m1.png
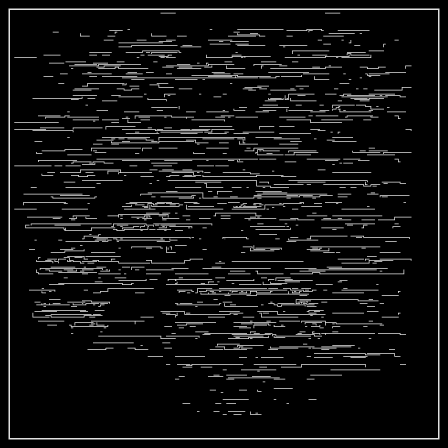
m2.png
Bar = 20 µm. Cells faint in the background.
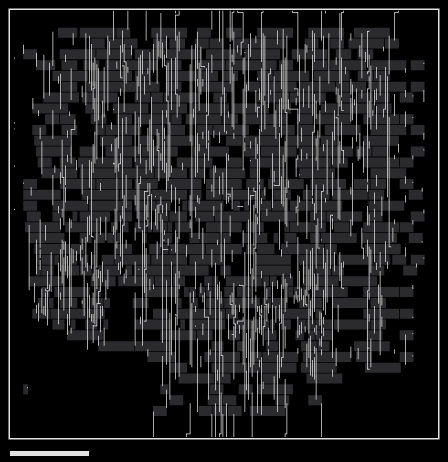
m3.png
Bar = 20 µm.
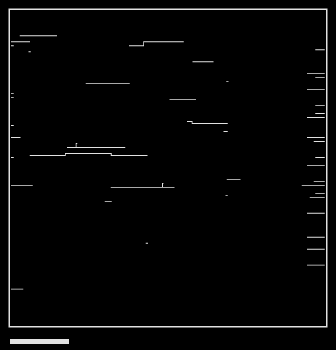
m4.png
Cells faint in the background.
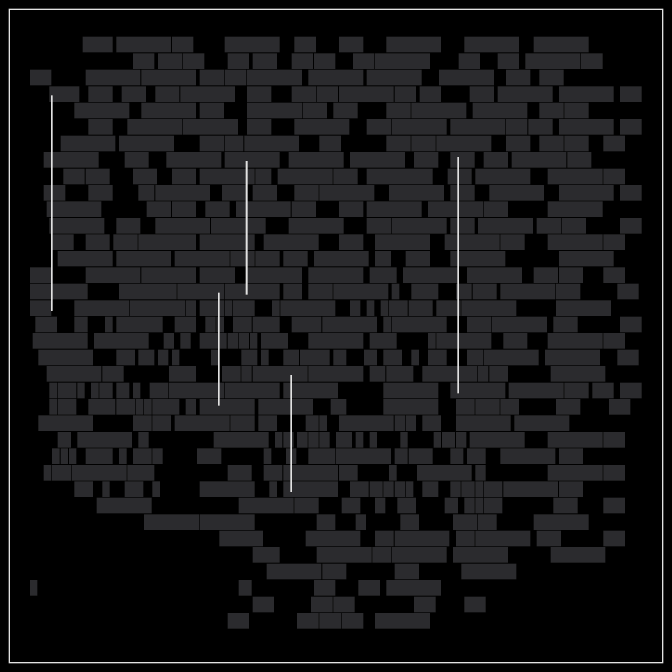
congestion_map.png
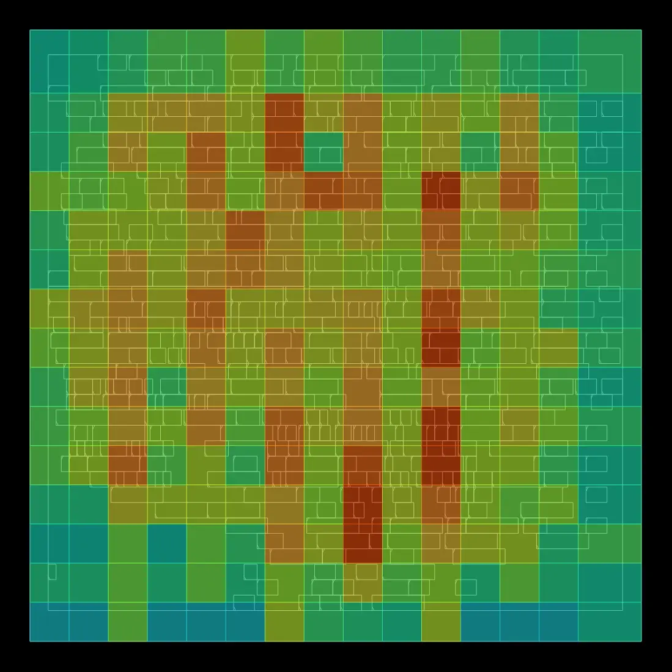
<file path="src/rtl/uart_prog_loader_pkg.sv">
// rtl/uart_prog_loader_pkg.sv - shared types, widths and address map for the UART program loader
// Contents:
//   rx_state_t   RX FSM states (IDLE, START, DATA, STOP)
//   ADR_W        programming-port address width (15)
//   WORD_W       programming-port data width (32)
//   REGION_BIT   address bit selecting IMEM (0) or DMEM (1)
//   map_adr()    word counter -> programming-port address
package loader_pkg;

  typedef enum logic [1:0] {IDLE, START, DATA, STOP} rx_state_t;

  localparam int ADR_W      = 15;
  localparam int WORD_W     = 32;
  localparam int REGION_BIT = 14;

  // Words below imem_words land in IMEM at their own index; the rest land in
  // DMEM, re-based to index 0.
  function automatic logic [ADR_W-1:0] map_adr(input logic [15:0] cnt,
                                                input logic [15:0] imem_words);
    logic [15:0] off;
    off = cnt - imem_words;
    if (cnt < imem_words) map_adr = {1'b0, cnt[13:0]};
    else                  map_adr = {1'b1, off[13:0]};
  endfunction

endpackage

</file>
<file path="src/rtl/uart_prog_loader_if.sv">
// rtl/uart_prog_loader_if.sv - programming-port bundle between loader and fetch stage / data memory
// Signals:
//   upg_wen_o   one-cycle write strobe
//   upg_adr_o   [14]=0 IMEM / 1 DMEM, [13:0] word index
//   upg_dat_o   word being written
//   upg_done_o  load complete, sticky until reset
// Modports: master (loader drives), slave (memories / CPU observe)
import loader_pkg::*;

interface uart_prog_loader_if;
  logic              upg_wen_o;
  logic [ADR_W-1:0]  upg_adr_o;
  logic [WORD_W-1:0] upg_dat_o;
  logic              upg_done_o;

  modport master (output upg_wen_o, output upg_adr_o, output upg_dat_o, output upg_done_o);
  modport slave  (input  upg_wen_o, input  upg_adr_o, input  upg_dat_o, input  upg_done_o);
endinterface

</file>
<file path="src/rtl/uart_prog_loader_rx.sv">
// rtl/uart_prog_loader_rx.sv - UART byte receiver: 2-FF synchroniser, start/data/stop FSM
// Ports:
//   clk, reset   clock, asynchronous active-high reset
//   rx_i         raw RX line, idle high, asynchronous to clk
//   byte_o       last good byte, held until the next one
//   byte_vld     one-cycle pulse when byte_o is fresh
//   frame_err    one-cycle pulse when a stop bit sampled 0 (byte dropped)
import loader_pkg::*;

module uart_rx_byte #(
  parameter int CLKS_PER_BIT = 16
) (
  input  logic       clk,
  input  logic       reset,
  input  logic       rx_i,
  output logic [7:0] byte_o,
  output logic       byte_vld,
  output logic       frame_err
);

  localparam int CNT_W = $clog2(CLKS_PER_BIT + 1);
  localparam logic [CNT_W-1:0] HALF = CNT_W'(CLKS_PER_BIT / 2 - 1);
  localparam logic [CNT_W-1:0] FULL = CNT_W'(CLKS_PER_BIT - 1);

  rx_state_t        state;
  logic             rx_meta, rx_s, rx_d;
  logic [CNT_W-1:0] clk_cnt;
  logic [2:0]       bit_cnt;
  logic [7:0]       shreg;

  always_ff @(posedge clk or posedge reset) begin
    if (reset) begin
      rx_meta   <= 1'b1;
      rx_s      <= 1'b1;
      rx_d      <= 1'b1;
      state     <= IDLE;
      clk_cnt   <= '0;
      bit_cnt   <= '0;
      shreg     <= '0;
      byte_o    <= '0;
      byte_vld  <= 1'b0;
      frame_err <= 1'b0;
    end else begin
      rx_meta   <= rx_i;
      rx_s      <= rx_meta;
      rx_d      <= rx_s;
      byte_vld  <= 1'b0;
      frame_err <= 1'b0;
      case (state)
        IDLE: begin
          clk_cnt <= '0;
          bit_cnt <= '0;
          // Edge rather than level, so a line held low after a bad stop bit
          // is not mistaken for a new start bit.
          if (rx_d && !rx_s) state <= START;
        end
        START: begin
          if (clk_cnt == HALF) begin
            clk_cnt <= '0;
            state   <= rx_s ? IDLE : DATA;  // high at mid-start = glitch
          end else begin
            clk_cnt <= clk_cnt + 1'b1;
          end
        end
        DATA: begin
          if (clk_cnt == FULL) begin
            clk_cnt <= '0;
            shreg   <= {rx_s, shreg[7:1]};  // LSB arrives first
            bit_cnt <= bit_cnt + 3'd1;
            if (bit_cnt == 3'd7) state <= STOP;
          end else begin
            clk_cnt <= clk_cnt + 1'b1;
          end
        end
        STOP: begin
          if (clk_cnt == FULL) begin
            clk_cnt <= '0;
            state   <= IDLE;
            if (rx_s) begin
              byte_o   <= shreg;
              byte_vld <= 1'b1;
            end else begin
              frame_err <= 1'b1;
            end
          end else begin
            clk_cnt <= clk_cnt + 1'b1;
          end
        end
        default: state <= IDLE;
      endcase
    end
  end

endmodule

</file>
<file path="src/rtl/uart_prog_loader.sv">
// rtl/uart_prog_loader.sv - UART program loader: packs LE bytes into words, writes IMEM then DMEM
// Ports:
//   clk, reset    loader clock, asynchronous active-high reset
//   rx_i          UART RX line
//   upg_clk_o     clk passthrough for the programming port
//   upg           programming-port bundle (master): wen/adr/dat/done
//   busy_o        first byte received and load not yet done
//   frame_err_o   sticky: some byte had a 0 stop bit
//   csum_err_o    sticky checksum mismatch (tied 0 without the checksum option)
// Build option: LOADER_CHECKSUM_EN adds a 4-byte sum trailer after the image.
import loader_pkg::*;

module uart_prog_loader #(
  parameter int CLK_HZ     = 100_000_000,
  parameter int BAUD       = 115_200,
  parameter int IMEM_WORDS = 16384,
  parameter int DMEM_WORDS = 16384
) (
  input  logic                clk,
  input  logic                reset,
  input  logic                rx_i,
  output logic                upg_clk_o,
  uart_prog_loader_if.master  upg,
  output logic                busy_o,
  output logic                frame_err_o,
  output logic                csum_err_o
);

  localparam int          CLKS_PER_BIT = CLK_HZ / BAUD;
  localparam logic [15:0] IMEM_N       = 16'(IMEM_WORDS);
  localparam logic [15:0] TOTAL_N      = 16'(IMEM_WORDS + DMEM_WORDS);

  logic [7:0]        rx_byte;
  logic              byte_vld, frame_err_p;
  logic [1:0]        byte_idx;
  logic [23:0]       byte_buf;
  logic [15:0]       word_cnt;
  logic [WORD_W-1:0] word;
  logic              image_done;
  logic              byte_take;

  assign upg_clk_o  = clk;
  assign word       = {rx_byte, byte_buf};
  assign image_done = (word_cnt == TOTAL_N);
  assign byte_take  = byte_vld && !upg.upg_done_o;

  uart_rx_byte #(.CLKS_PER_BIT(CLKS_PER_BIT)) u_rx (
    .clk       (clk),
    .reset     (reset),
    .rx_i      (rx_i),
    .byte_o    (rx_byte),
    .byte_vld  (byte_vld),
    .frame_err (frame_err_p)
  );

`ifdef LOADER_CHECKSUM_EN
  logic [WORD_W-1:0] sum;
`else
  assign csum_err_o = 1'b0;
`endif

  always_ff @(posedge clk or posedge reset) begin
    if (reset) begin
      upg.upg_wen_o  <= 1'b0;
      upg.upg_adr_o  <= '0;
      upg.upg_dat_o  <= '0;
      upg.upg_done_o <= 1'b0;
      busy_o         <= 1'b0;
      frame_err_o    <= 1'b0;
      byte_idx       <= '0;
      byte_buf       <= '0;
      word_cnt       <= '0;
`ifdef LOADER_CHECKSUM_EN
      sum            <= '0;
      csum_err_o     <= 1'b0;
`endif
    end else begin
      upg.upg_wen_o <= 1'b0;
      if (frame_err_p) frame_err_o <= 1'b1;

      if (byte_take) begin
        busy_o   <= 1'b1;
        byte_idx <= byte_idx + 2'd1;
        case (byte_idx)
          2'd0: byte_buf[7:0]   <= rx_byte;
          2'd1: byte_buf[15:8]  <= rx_byte;
          2'd2: byte_buf[23:16] <= rx_byte;
          default: begin
            if (!image_done) begin
              upg.upg_wen_o <= 1'b1;
              upg.upg_adr_o <= map_adr(word_cnt, IMEM_N);
              upg.upg_dat_o <= word;
              word_cnt      <= word_cnt + 16'd1;
`ifdef LOADER_CHECKSUM_EN
              sum           <= sum + word;
`endif
            end
`ifdef LOADER_CHECKSUM_EN
            else begin
              // Trailer word: compare against the running sum, then finish.
              upg.upg_done_o <= 1'b1;
              busy_o         <= 1'b0;
              if (word != sum) csum_err_o <= 1'b1;
            end
`endif
          end
        endcase
      end

`ifndef LOADER_CHECKSUM_EN
      // Strobe just issued was the last image word.
      if (upg.upg_wen_o && image_done) begin
        upg.upg_done_o <= 1'b1;
        busy_o         <= 1'b0;
      end
`endif
    end
  end

endmodule

</file>
<file path="src/flat_wrapper.sv">
// flat-port wrapper written by rule: the top's interface ports become plain ports
module uart_prog_loader_flat 
#(
  parameter int CLK_HZ     = 100_000_000,
  parameter int BAUD       = 115_200,
  parameter int IMEM_WORDS = 16384,
  parameter int DMEM_WORDS = 16384
)
  (clk, reset, rx_i, upg_clk_o, busy_o, frame_err_o, csum_err_o, upg_upg_wen_o, upg_upg_adr_o, upg_upg_dat_o, upg_upg_done_o);
  uart_prog_loader_if upg_i ();
  input  logic clk;
  input  logic reset;
  input  logic rx_i;
  output logic upg_clk_o;
  output logic busy_o;
  output logic frame_err_o;
  output logic csum_err_o;
  output wire logic [$bits(upg_i.upg_wen_o)-1:0] upg_upg_wen_o;
  output wire logic [$bits(upg_i.upg_adr_o)-1:0] upg_upg_adr_o;
  output wire logic [$bits(upg_i.upg_dat_o)-1:0] upg_upg_dat_o;
  output wire logic [$bits(upg_i.upg_done_o)-1:0] upg_upg_done_o;
  assign upg_upg_wen_o = upg_i.upg_wen_o;
  assign upg_upg_adr_o = upg_i.upg_adr_o;
  assign upg_upg_dat_o = upg_i.upg_dat_o;
  assign upg_upg_done_o = upg_i.upg_done_o;
  uart_prog_loader #(.CLK_HZ(CLK_HZ), .BAUD(BAUD), .IMEM_WORDS(IMEM_WORDS), .DMEM_WORDS(DMEM_WORDS)) u_core (.clk(clk), .reset(reset), .rx_i(rx_i), .upg_clk_o(upg_clk_o), .upg(upg_i), .busy_o(busy_o), .frame_err_o(frame_err_o), .csum_err_o(csum_err_o));
endmodule
</file>
<file path="config.mk">
export PLATFORM = sky130hd
export DESIGN_NAME = uart_prog_loader_flat
export DESIGN_NICKNAME = d
export VERILOG_FILES = /design/src/rtl/uart_prog_loader_pkg.sv /design/src/rtl/uart_prog_loader_if.sv /design/src/rtl/uart_prog_loader_rx.sv /design/src/rtl/uart_prog_loader.sv /design/src/flat_wrapper.sv
export SDC_FILE = /design/constraint.sdc
export NUM_CORES = 1
export LEC_CHECK = 0
export CORE_MARGIN = 3
export CORE_UTILIZATION = 51
export DETAILED_ROUTE_END_ITERATION = 7
export HOLD_SLACK_MARGIN = 0.02
export PLACE_DENSITY = 0.76
export REMOVE_ABC_BUFFERS = 1
export SYNTH_ARGS = -nofsm -noshare
export SYNTH_HDL_FRONTEND = slang
export SYNTH_SLANG_ARGS = --single-unit
</file>
<file path="constraint.sdc">
create_clock -name clk -period 3.95 [get_ports clk]
set_input_delay 0.395 -clock clk [delete_from_list [all_inputs] [get_ports clk]]
set_output_delay 0.395 -clock clk [all_outputs]
set_load 0.02 [all_outputs]
</file>
==> flow_summary.ini <==
; flow metrics
[synth]
netlist_instances = 368
numSynthFlops = 129
synthArstFlopShare_pct = 100
avgSynthCellArea_um2 = 14.3
synth_cell_type_count = 48
ff_type = dfrtp_1
ys_cells = 368
yosys_area_mm2 = 0.00528
ys_warn_count = 0
synth_area_mm2 = 0.00528
ys_seq_share_pct = 61.2
edf_count = 0

[critical_path]
cp-start-kind = clock port
r2r_end = u_core.upg.upg_dat_o[5]$_DFFE_PP0P_
critical_path.cell_chain = clkbuf_8 -> clkbuf_8 -> clkdlybuf4s50_1
slowest_delay_ns = 0.52
critical_path.endpoint = upg_clk_o
r2r_start = u_core.word_cnt[0]$_DFFE_PP0P_
critical_path_required_ns = 3.56
cpMostUsedCell = clkbuf_8
crit_slowest_cell = clkdlybuf4s50_1
path_class = clk2out
r2r_cells = 7
rrSetupSlack_ns = 1.28
setup.worst_path.end_class = output pin
critPathArrivalTime_ns = 2.72
crit_start = clk
cp_max_fo = 2

[grt]
antenna_found_initial = 0
grt-ovfl-total = 0
grt_pass1_wl_mm = 15.8
grt_max_degree = 93
grt_pass1_vias = 3154

[clock_network]
cts_tree = done
ctsResizeCount = 0
post_cts_buffers = 0
worstSkewPairLatency_ns = 0.61
cts_hold_buf = 0
clk_pin_slew_ns = 0.06

[placement]
dp_hpwl_mm = 5.93
placed_area_mm2 = 0.00590
pre_cts_ws_ns = 1.07
gp_congestion = 0.805
dp.cells = 545
io_buffers = 54

[power_and_ir_drop]
ir_drop_v = 0.000365
powerDensity_mw_per_mm2 = 472
power_mw = 3.07
p_leak_nw = 3.14

[final_layout]
final.fill_count = 734
diodes = 0
layout-drive-gt1-share_pct = 30.5
final_layout_top_logic_cells = 126 x dfrtp_1, 83 x mux2_2, 54 x clkdlybuf4s50_1, 18 x nor2_1, 16 x clkbuf_16
buf_share_pct = 8.59
dominant_cells = sequential cells
seq-cell-share_pct = 49.8
nets = 447
comb_area_mm2 = 0.00189
seq_area_mm2 = 0.00323
sh_comb_area_pct = 29.1
clock_buffers = 21
n_all_inverters = 12
syn_to_final_growth_pct = 23.1
design_area_mm2 = 0.00649
lay_top_count = dfrtp_1
clk_share_pct = 9.25
logic_gates = 215
signal_buffers = 55
ff_count = 129
fin_cells = 579

[sta]
fin_ws_ns = 0.832
rsz0062_at_grt = false
drv_slew = 0
clock_skew_ns = 0.00938
fin_setup_tns_ns = 0
hold_ws_ns = 0.167
slew_headroom_pct = 54.5
hold_viol = 0
tightestPinTransition_ns = 0.677
setup-violations-final = 0

[floorplanning]
placementRows = 36
design.portCount = 56
die_width_um = 108
dieArea_mm2 = 0.0116
die_h_um = 108
coreArea_mm2 = 0.00991
n_tap_cell = 133
fp_util_pct = 53.3

[route]
drc = 0
viasPerCell = 5.22
dr.pass1.iters = 4
postRouteAntennaNets = 0
initialDrtViolationCount = 87

[job]
maxCapViolations = 0
warnings = 31

[min_path]
hold_path_class = in2async

[outcome]
outcome = complete, no violations
## Picture notes: m1.png
longest straight run	40.5 µm
wire length on this layer	4,260 µm
main direction	horizontal
total routed wirelength: 9.18 mm
met1 usage: 23.2%

## Picture notes: m2.png
main direction	vertical
longest straight run	48.3 µm
DR vias: 3,025
met2 Use GR: 28.2%

## Picture notes: m3.png
main direction	horizontal
longest straight run	21.4 µm
nets with wire on the layer	32
share of all routed wire	3.1%
met3 Use GR: 5.52%

## Picture notes: m4.png
nets with wire on the layer	2
share of all routed wire	1.5%
wire length on this layer	133 µm
longest straight run	38.8 µm
main direction	vertical

## Picture notes: congestion_map.png
per-cell routed wire length: 15.9 µm
most used routing layer in global routing: met2
GRT Util Overall: 17.8%
Layout Utilization: 65.5%

## metal layers
metal / vias to the layer above / wire [µm] / track usage (%)
met2: 53 / 4500 / 28.2
met3: 14 / 283 / 5.52
met4: 0 / 133 / 6.76
met1: 1525 / 4260 / 23.2
met5: - / 0 / 0
li1: 1433 / - / -
## state kept, by name, summed over array words and instances, names as in the netlist, named ones only
name and cells:
u_core.u_rx.frame_err 1, u_core.u_rx.byte_vld 1, u_core.busy_o 1, u_core.u_rx.bit_cnt 3, u_core.frame_err_o 1, u_core.u_rx.rx_s 1
u_core.u_rx.rx_meta 1, u_core.byte_buf 24, u_core.upg.upg_done_o 1, u_core.upg.upg_adr_o 15, u_core.word_cnt 16, u_core.upg.upg_wen_o 1
u_core.u_rx.shreg 8, u_core.u_rx.rx_d 1, u_core.byte_idx 2, u_core.u_rx.byte_o 8, u_core.u_rx.state 1, u_core.u_rx.clk_cnt 10
u_core.upg.upg_dat_o 32
## Yosys cell counts, drive strengths merged (3+ instances only)
| cell type | count | share of area [%] |
|---|---|---|
| o21ai | 7 | 0.66 |
| dfstp | 3 | 1.5 |
| nand4 | 6 | 1.0 |
| ha | 10 | 2.4 |
| dfrtp | 126 | 60 |
| nor4 | 3 | 0.64 |
| nand3 | 14 | 1.3 |
| nor3 | 5 | 0.69 |
| xnor2 | 15 | 2.5 |
| nand2 | 12 | 0.85 |
| and4 | 4 | 0.71 |
| inv | 10 | 0.71 |
| nor2 | 18 | 1.3 |
| buf | 11 | 2.0 |
| mux2 | 85 | 18 |
| xor2 | 9 | 1.5 |
| and3 | 3 | 0.38 |
## power breakdown
part           switching (mW)  internal [mW]
logic                  0.0658         0.0465
clock network           0.622          0.921
registers              0.0515           1.36
## how the worst min path moves through the flow
stage                                        from                                    to  slack (ns)  depth (start not counted)
floorplan           u_core.u_rx.rx_meta$_DFF_PP1_            u_core.u_rx.rx_s$_DFF_PP1_        0.35                          0
global placement    u_core.u_rx.rx_meta$_DFF_PP1_            u_core.u_rx.rx_s$_DFF_PP1_        0.35                          0
detailed placement  u_core.u_rx.rx_meta$_DFF_PP1_            u_core.u_rx.rx_s$_DFF_PP1_        0.35                          0
CTS                                         reset  u_core.upg.upg_dat_o[31]$_DFFE_PP0P_        0.17                          2
global route                                 rx_i         u_core.u_rx.rx_meta$_DFF_PP1_        0.16                          1
finish                                      reset      u_core.u_rx.clk_cnt[2]$_DFF_PP0_        0.17                          2
## worst max-delay path, delay by kind of cell
family / cells / cell delay, ns
buffers and inverters: 3 / 0.75
## kinds of logic (layout without fill, tap and decap cells)
| group | Yosys count | count (layout) | synth area share, % |
|---|---|---|---|
| buffers and inverters | 24 | 102 | 2.94 |
| xor gates and xnor gates | 24 | 24 | 3.98 |
| and+or+nand+nor | 77 | 77 | 8.80 |
| adders and majority gates | 10 | 10 | 2.37 |
| muxes | 86 | 86 | 18.3 |
| DFF | 129 | 129 | 61.2 |
| AOI/OAI and AO/OA | 17 | 17 | 2.28 |
| other | 1 | 1 | 0.0711 |
Power is estimated from default activity; no workload was simulated.
